`config.mk`:
```
export PLATFORM = sky130hd
export DESIGN_NAME = uart_tx_fifo1_flat
export DESIGN_NICKNAME = d
export VERILOG_FILES = /design/src/rtl/uart_pkg.sv /design/src/rtl/uart_tx_fifo1_if.sv /design/src/rtl/uart_baud_cnt.sv /design/src/rtl/uart_tx_fifo1.sv /design/src/flat_wrapper.sv
export SDC_FILE = /design/constraint.sdc
export NUM_CORES = 1
export LEC_CHECK = 0
export ABC_AREA = 1
export CAP_MARGIN = 25
export CORE_MARGIN = 10
export CORE_UTILIZATION = 28
export DETAILED_ROUTE_END_ITERATION = 12
export GPL_TIMING_DRIVEN = 0
export PLACE_DENSITY = 0.47
export SYNTH_ARGS = -nofsm -noshare
export SYNTH_HDL_FRONTEND = slang
export SYNTH_SLANG_ARGS = --single-unit
```
`constraint.sdc`:
```
create_clock -name clk -period 2.7 [get_ports clk]
set_input_delay 0.27 -clock clk [delete_from_list [all_inputs] [get_ports clk]]
set_output_delay 0.27 -clock clk [all_outputs]
set_load 0.03 [all_outputs]
```
`src/rtl/uart_pkg.sv`:
```
// Shared UART definitions: parity-mode codes and the transmitter state encoding.
package uart_pkg;

  localparam int unsigned PAR_NONE = 0;
  localparam int unsigned PAR_EVEN = 1;
  localparam int unsigned PAR_ODD  = 2;

  typedef enum logic [2:0] {
    ST_IDLE,
    ST_START,
    ST_DATA,
    ST_PARITY,
    ST_STOP
  } tx_state_t;

endpackage

```
`src/rtl/uart_tx_fifo1_if.sv`:
```
// Valid/ready word handshake between a byte producer and the UART transmitter.
interface uart_tx_fifo1_if #(
  parameter int unsigned WIDTH = 8
) ();

  logic [WIDTH-1:0] i_data;
  logic             i_valid;
  logic             o_ready;

  modport master (output i_data, output i_valid, input o_ready);
  modport slave  (input i_data, input i_valid, output o_ready);

endinterface

```
`src/rtl/uart_baud_cnt.sv`:
```
// Loadable bit timer: latches a divisor (clamped to >= 2) and strobes on the last cycle of each bit.
module uart_baud_cnt #(
  parameter int unsigned DIV_WIDTH = 16
) (
  input  logic                 clk,
  input  logic                 i_reset_n,
  input  logic                 i_load,
  input  logic                 i_run,
  input  logic [DIV_WIDTH-1:0] i_div,
  output logic                 o_expire_c
);

  logic [DIV_WIDTH-1:0] div_q, div_d;
  logic [DIV_WIDTH-1:0] cnt_q, cnt_d;
  logic [DIV_WIDTH-1:0] div_eff_c;

  assign div_eff_c  = (i_div < DIV_WIDTH'(2)) ? DIV_WIDTH'(2) : i_div;
  assign o_expire_c = i_run && (cnt_q == '0);

  // Load wins over counting so a back-to-back frame picks up the new divisor on its first cycle.
  always_comb begin
    div_d = div_q;
    cnt_d = cnt_q;
    if (i_load) begin
      div_d = div_eff_c;
      cnt_d = div_eff_c - DIV_WIDTH'(1);
    end else if (i_run) begin
      if (cnt_q == '0) begin
        cnt_d = div_q - DIV_WIDTH'(1);
      end else begin
        cnt_d = cnt_q - DIV_WIDTH'(1);
      end
    end
  end

  always_ff @(posedge clk or negedge i_reset_n) begin
    if (!i_reset_n) begin
      div_q <= DIV_WIDTH'(2);
      cnt_q <= '0;
    end else begin
      div_q <= div_d;
      cnt_q <= cnt_d;
    end
  end

endmodule

```
`src/rtl/uart_tx_fifo1.sv`:
```
// UART transmitter with a one-word holding buffer so consecutive frames leave with no idle gap.
module uart_tx_fifo1
  import uart_pkg::*;
#(
  parameter int unsigned WIDTH     = 8,
  parameter int unsigned DIV_WIDTH = 16,
  parameter int unsigned PARITY    = 0,
  parameter int unsigned STOP_BITS = 1,
  parameter int unsigned LSB_FIRST = 1
) (
  input  logic                 clk,
  input  logic                 i_reset_n,
  input  logic [DIV_WIDTH-1:0] i_div,
  uart_tx_fifo1_if.slave       tx_if,
  output logic                 o_tx,
  output logic                 o_busy,
  output logic                 o_done
);

  localparam int unsigned IDX_W = 4;

  tx_state_t        state_q, state_d;
  logic [WIDTH-1:0] shift_q, shift_d;
  logic [WIDTH-1:0] buf_q, buf_d;
  logic [WIDTH-1:0] word_c;
  logic [IDX_W-1:0] idx_q, idx_d;
  logic             par_q, par_d;
  logic             ready_q, ready_d;
  logic             tx_q, tx_d;
  logic             busy_q, busy_d;
  logic             done_q, done_d;
  logic             accept_c, expire_c, start_c, last_stop_c;

  uart_baud_cnt #(.DIV_WIDTH(DIV_WIDTH)) u_baud_cnt (
    .clk        (clk),
    .i_reset_n  (i_reset_n),
    .i_load     (start_c),
    .i_run      (state_q != ST_IDLE),
    .i_div      (i_div),
    .o_expire_c (expire_c)
  );

  assign accept_c    = tx_if.i_valid && ready_q;
  assign last_stop_c = (state_q == ST_STOP) && expire_c && (idx_q == IDX_W'(STOP_BITS - 1));

  always_comb begin
    state_d = state_q;
    shift_d = shift_q;
    buf_d   = buf_q;
    idx_d   = idx_q;
    par_d   = par_q;
    ready_d = ready_q;
    done_d  = 1'b0;
    start_c = 1'b0;
    word_c  = tx_if.i_data;
    tx_d    = 1'b1;
    busy_d  = 1'b0;

    // Mid-frame words park in the buffer; on the frame-end edge they go straight to the shifter.
    if (accept_c && (state_q != ST_IDLE) && !last_stop_c) begin
      buf_d   = tx_if.i_data;
      ready_d = 1'b0;
    end

    case (state_q)
      ST_IDLE: start_c = accept_c;
      ST_START: begin
        if (expire_c) begin
          state_d = ST_DATA;
          idx_d   = '0;
        end
      end
      ST_DATA: begin
        if (expire_c) begin
          shift_d = (LSB_FIRST != 0) ? (shift_q >> 1) : (shift_q << 1);
          if (idx_q == IDX_W'(WIDTH - 1)) begin
            idx_d   = '0;
            state_d = (PARITY != PAR_NONE) ? ST_PARITY : ST_STOP;
          end else begin
            idx_d = idx_q + IDX_W'(1);
          end
        end
      end
      ST_PARITY: begin
        if (expire_c) begin
          state_d = ST_STOP;
          idx_d   = '0;
        end
      end
      ST_STOP: begin
        if (last_stop_c) begin
          done_d = 1'b1;
          if (!ready_q) begin
            start_c = 1'b1;
            word_c  = buf_q;
            ready_d = 1'b1;
          end else if (accept_c) begin
            start_c = 1'b1;
          end else begin
            state_d = ST_IDLE;
          end
        end else if (expire_c) begin
          idx_d = idx_q + IDX_W'(1);
        end
      end
      default: state_d = ST_IDLE;
    endcase

    if (start_c) begin
      state_d = ST_START;
      shift_d = word_c;
      idx_d   = '0;
      par_d   = (PARITY == PAR_ODD) ? ~^word_c : ^word_c;
    end

    // Line and busy are registered from the next state so they line up with the FSM.
    busy_d = (state_d != ST_IDLE);
    case (state_d)
      ST_START:  tx_d = 1'b0;
      ST_DATA:   tx_d = (LSB_FIRST != 0) ? shift_d[0] : shift_d[WIDTH-1];
      ST_PARITY: tx_d = par_d;
      default:   tx_d = 1'b1;
    endcase
  end

  always_ff @(posedge clk or negedge i_reset_n) begin
    if (!i_reset_n) begin
      state_q <= ST_IDLE;
      shift_q <= '0;
      buf_q   <= '0;
      idx_q   <= '0;
      par_q   <= 1'b0;
      ready_q <= 1'b1;
      tx_q    <= 1'b1;
      busy_q  <= 1'b0;
      done_q  <= 1'b0;
    end else begin
      state_q <= state_d;
      shift_q <= shift_d;
      buf_q   <= buf_d;
      idx_q   <= idx_d;
      par_q   <= par_d;
      ready_q <= ready_d;
      tx_q    <= tx_d;
      busy_q  <= busy_d;
      done_q  <= done_d;
    end
  end

  assign tx_if.o_ready = ready_q;
  assign o_tx          = tx_q;
  assign o_busy        = busy_q;
  assign o_done        = done_q;

endmodule

```
`src/flat_wrapper.sv`:
```
// flat-port wrapper written by rule: the top's interface ports become plain ports
module uart_tx_fifo1_flat import uart_pkg::*;
#(
  parameter int unsigned WIDTH     = 8,
  parameter int unsigned DIV_WIDTH = 16,
  parameter int unsigned PARITY    = 0,
  parameter int unsigned STOP_BITS = 1,
  parameter int unsigned LSB_FIRST = 1
)
  (clk, i_reset_n, i_div, o_tx, o_busy, o_done, tx_if_i_data, tx_if_i_valid, tx_if_o_ready);
  uart_tx_fifo1_if #(.WIDTH(WIDTH)) tx_if_i ();
  input  logic clk;
  input  logic i_reset_n;
  input  logic [DIV_WIDTH-1:0] i_div;
  output logic o_tx;
  output logic o_busy;
  output logic o_done;
  input wire logic [$bits(tx_if_i.i_data)-1:0] tx_if_i_data;
  input wire logic [$bits(tx_if_i.i_valid)-1:0] tx_if_i_valid;
  output wire logic [$bits(tx_if_i.o_ready)-1:0] tx_if_o_ready;
  assign tx_if_i.i_data = tx_if_i_data;
  assign tx_if_i.i_valid = tx_if_i_valid;
  assign tx_if_o_ready = tx_if_i.o_ready;
  uart_tx_fifo1 #(.WIDTH(WIDTH), .DIV_WIDTH(DIV_WIDTH), .PARITY(PARITY), .STOP_BITS(STOP_BITS), .LSB_FIRST(LSB_FIRST)) u_core (.clk(clk), .i_reset_n(i_reset_n), .i_div(i_div), .tx_if(tx_if_i), .o_tx(o_tx), .o_busy(o_busy), .o_done(o_done));
endmodule
```
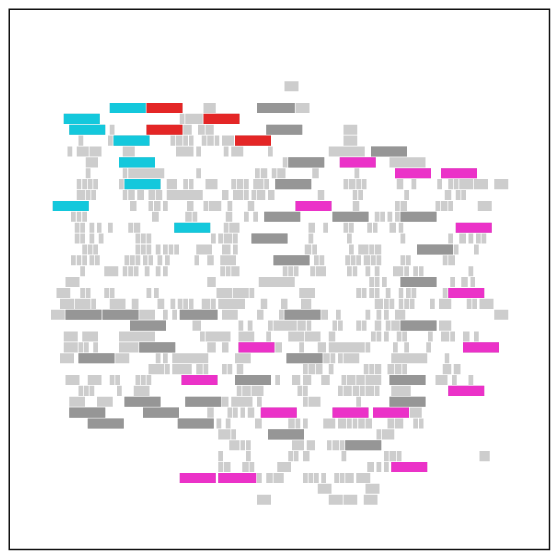
**Above:** run 1 (sequential cells colored by netlist name).
Drawn at 4 px/um. Other sequential cells in the stronger gray, the rest of the logic in the fainter gray.
| netlist name | color | sequential cells |
|---|---|---|
| `u_core.u_baud_cnt.div_q` | magenta | 16 |
| `u_core.idx_q` | red | 4 |
| `u_core.shift_q` | cyan | 8 |
not colored: 32
fraction of area in registers: 0.334
fraction of the core area covered by cells at the end of the flow: 0.353
Power Sequential: 1.53 mW
FF/Latch Area: 1510 um^2

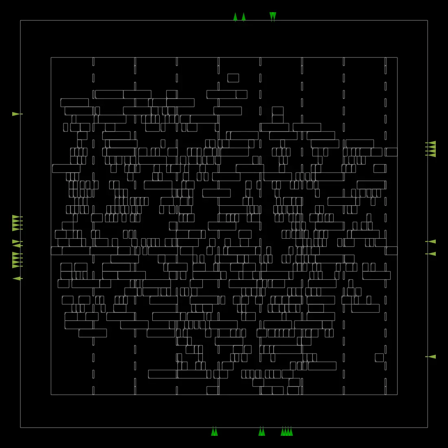
**Above:** run 1 (placement view).
filler-free cell count of the finished design: 726
fill cell instance count of the final layout: 1350

==> results_dict.tcl, run 1 <==
# place-and-route summary
set metrics [dict create \
    enable_flop_cells 0 \
    swShare 0.366 \
    power.share.clock 0.272 \
    synth_nets 536 \
    synth.yosys.warnings 0 \
    crit_path_cell_count 19 \
    cp.arrival_ns 2.67 \
    worst_case_setup_slack_after_placement_ns -0.106 \
    post_cts_resize_count 0 \
    post-synth-top-area-fraction 0.387 \
    worst-path-max-fanout 10 \
    worstReg2RegEnd "u_core.u_baud_cnt.cnt_q[12]" \
    routed_wire_length_per_instance_um 13.5 \
    path_delay_family "simple AND/OR/NAND/NOR gates" \
    ioPinCount 31 \
    run_status "complete, no violations" \
    internal_power_mw 2.55 \
    met2RoutedLength_um 4620 \
    cts.htree.levels 3 \
    final_net_count 579 \
    mux_area_frac 0.0245 \
    grt_antenna_before_repair 0 \
    met3WireLength_um 421 \
    irDropWorstVdd_mv 0.311 \
    unrepaired_setup_endpoints_after_global_routing "false" \
    p_comb_frac 0.348 \
]
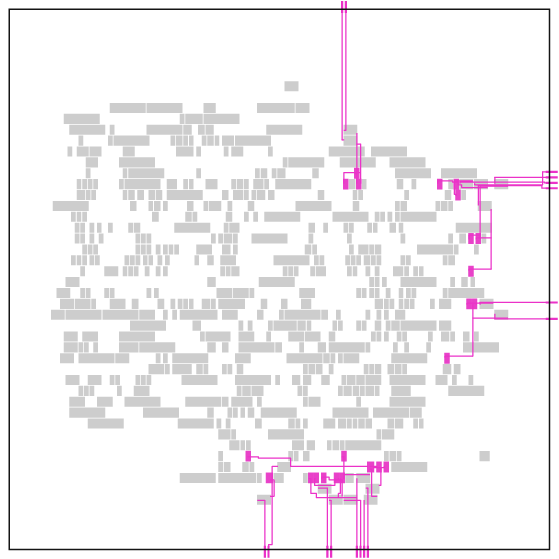
**Above:** run 1 (I/O nets highlighted).
Drawn at 4 px/um.
| port | color | direction | edge | end cells | buffers | wire |
|---|---|---|---|---|---|---|
| `i_div` | magenta | input | 8 bottom, 6 right, 2 top | 23 | 16 | 548 um |

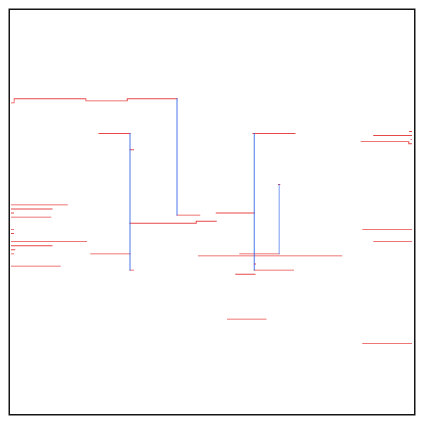
**Above:** run 1 (metal layers overlaid).
Drawn at 3 px/um. Two of the layers only.
| layer | color | wire length |
|---|---|---|
| M3 | red | 422 um |
| M4 | blue | 153 um |
detailed-route via count: 3225
Detailed Route WL: 9810 um
total routing usage reported by global routing: 0.113

--- run 2 (diff from run 1) ---
--- a/config.mk
+++ b/config.mk
@@ -11,7 +11,7 @@
 export CORE_UTILIZATION = 28
 export DETAILED_ROUTE_END_ITERATION = 12
 export GPL_TIMING_DRIVEN = 0
-export PLACE_DENSITY = 0.47
+export PLACE_DENSITY = 0.42
 export SYNTH_ARGS = -nofsm -noshare
 export SYNTH_HDL_FRONTEND = slang
 export SYNTH_SLANG_ARGS = --single-unit
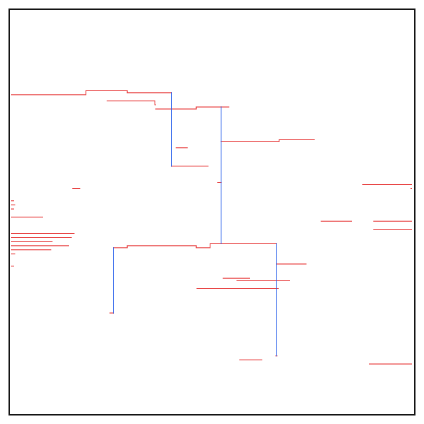
**Above:** run 2 (metal layers overlaid).
Drawn at 3 px/um. Two of the layers only.
| layer | color | wire length |
|---|---|---|
| M4 | blue | 129 um |
| M3 | red | 445 um |
routed length per placed instance: 14.1 um
detailed-route via count: 3267
Detailed Route WL: 10300 um
total routing usage reported by global routing: 0.121

==> run 2 against run 1 <==
Net effect: combinational power hardly changed; final cell count grew 0.41%; final area rose by 1.3%; sequential power about the same; worst setup slack gained 0.0091 ns; register-to-register slack barely moved; largest power group unchanged; first-iteration DRC count is 19% higher; area after synthesis is the same; die area did not move; flip-flop count unchanged; non-clock buffer count grew 3.
==> results_dict.tcl, run 2 <==
# place-and-route summary
set metrics [dict create \
    ff_latch_area_um2 1510 \
    cts.htree.levels 3 \
    p_comb_frac 0.347 \
    post_cts_resize_count 1 \
    enable_flop_cells 0 \
    synth.yosys.warnings 0 \
    final_net_count 582 \
    irDropWorstVdd_mv 0.251 \
    synth_nets 536 \
    fill_cells 1369 \
    met3WireLength_um 445 \
    swShare 0.363 \
    run_status "complete, no violations" \
    stdcell_count 729 \
    worst-path-max-fanout 10 \
    post-synth-top-area-fraction 0.387 \
    met2RoutedLength_um 5110 \
    internal_power_mw 2.63 \
    mux_area_frac 0.0245 \
    power.share.clock 0.284 \
    worstReg2RegEnd "u_core.u_baud_cnt.cnt_q[12]" \
    sequentialPower_mw 1.53 \
    ioPinCount 31 \
    grt_antenna_before_repair 0 \
]
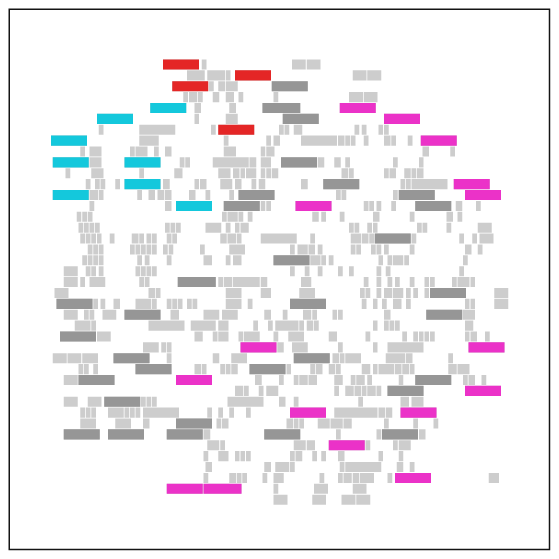
**Above:** run 2 (sequential cells colored by netlist name).
Drawn at 4 px/um. Other sequential cells in the stronger gray, the rest of the logic in the fainter gray.
| netlist name | color | sequential cells |
|---|---|---|
| `u_core.idx_q` | red | 4 |
| `u_core.shift_q` | cyan | 8 |
| `u_core.u_baud_cnt.div_q` | magenta | 16 |
fraction of area in registers: 0.330
fraction of the core area covered by cells at the end of the flow: 0.357

Power is estimated from default activity; no workload was simulated.
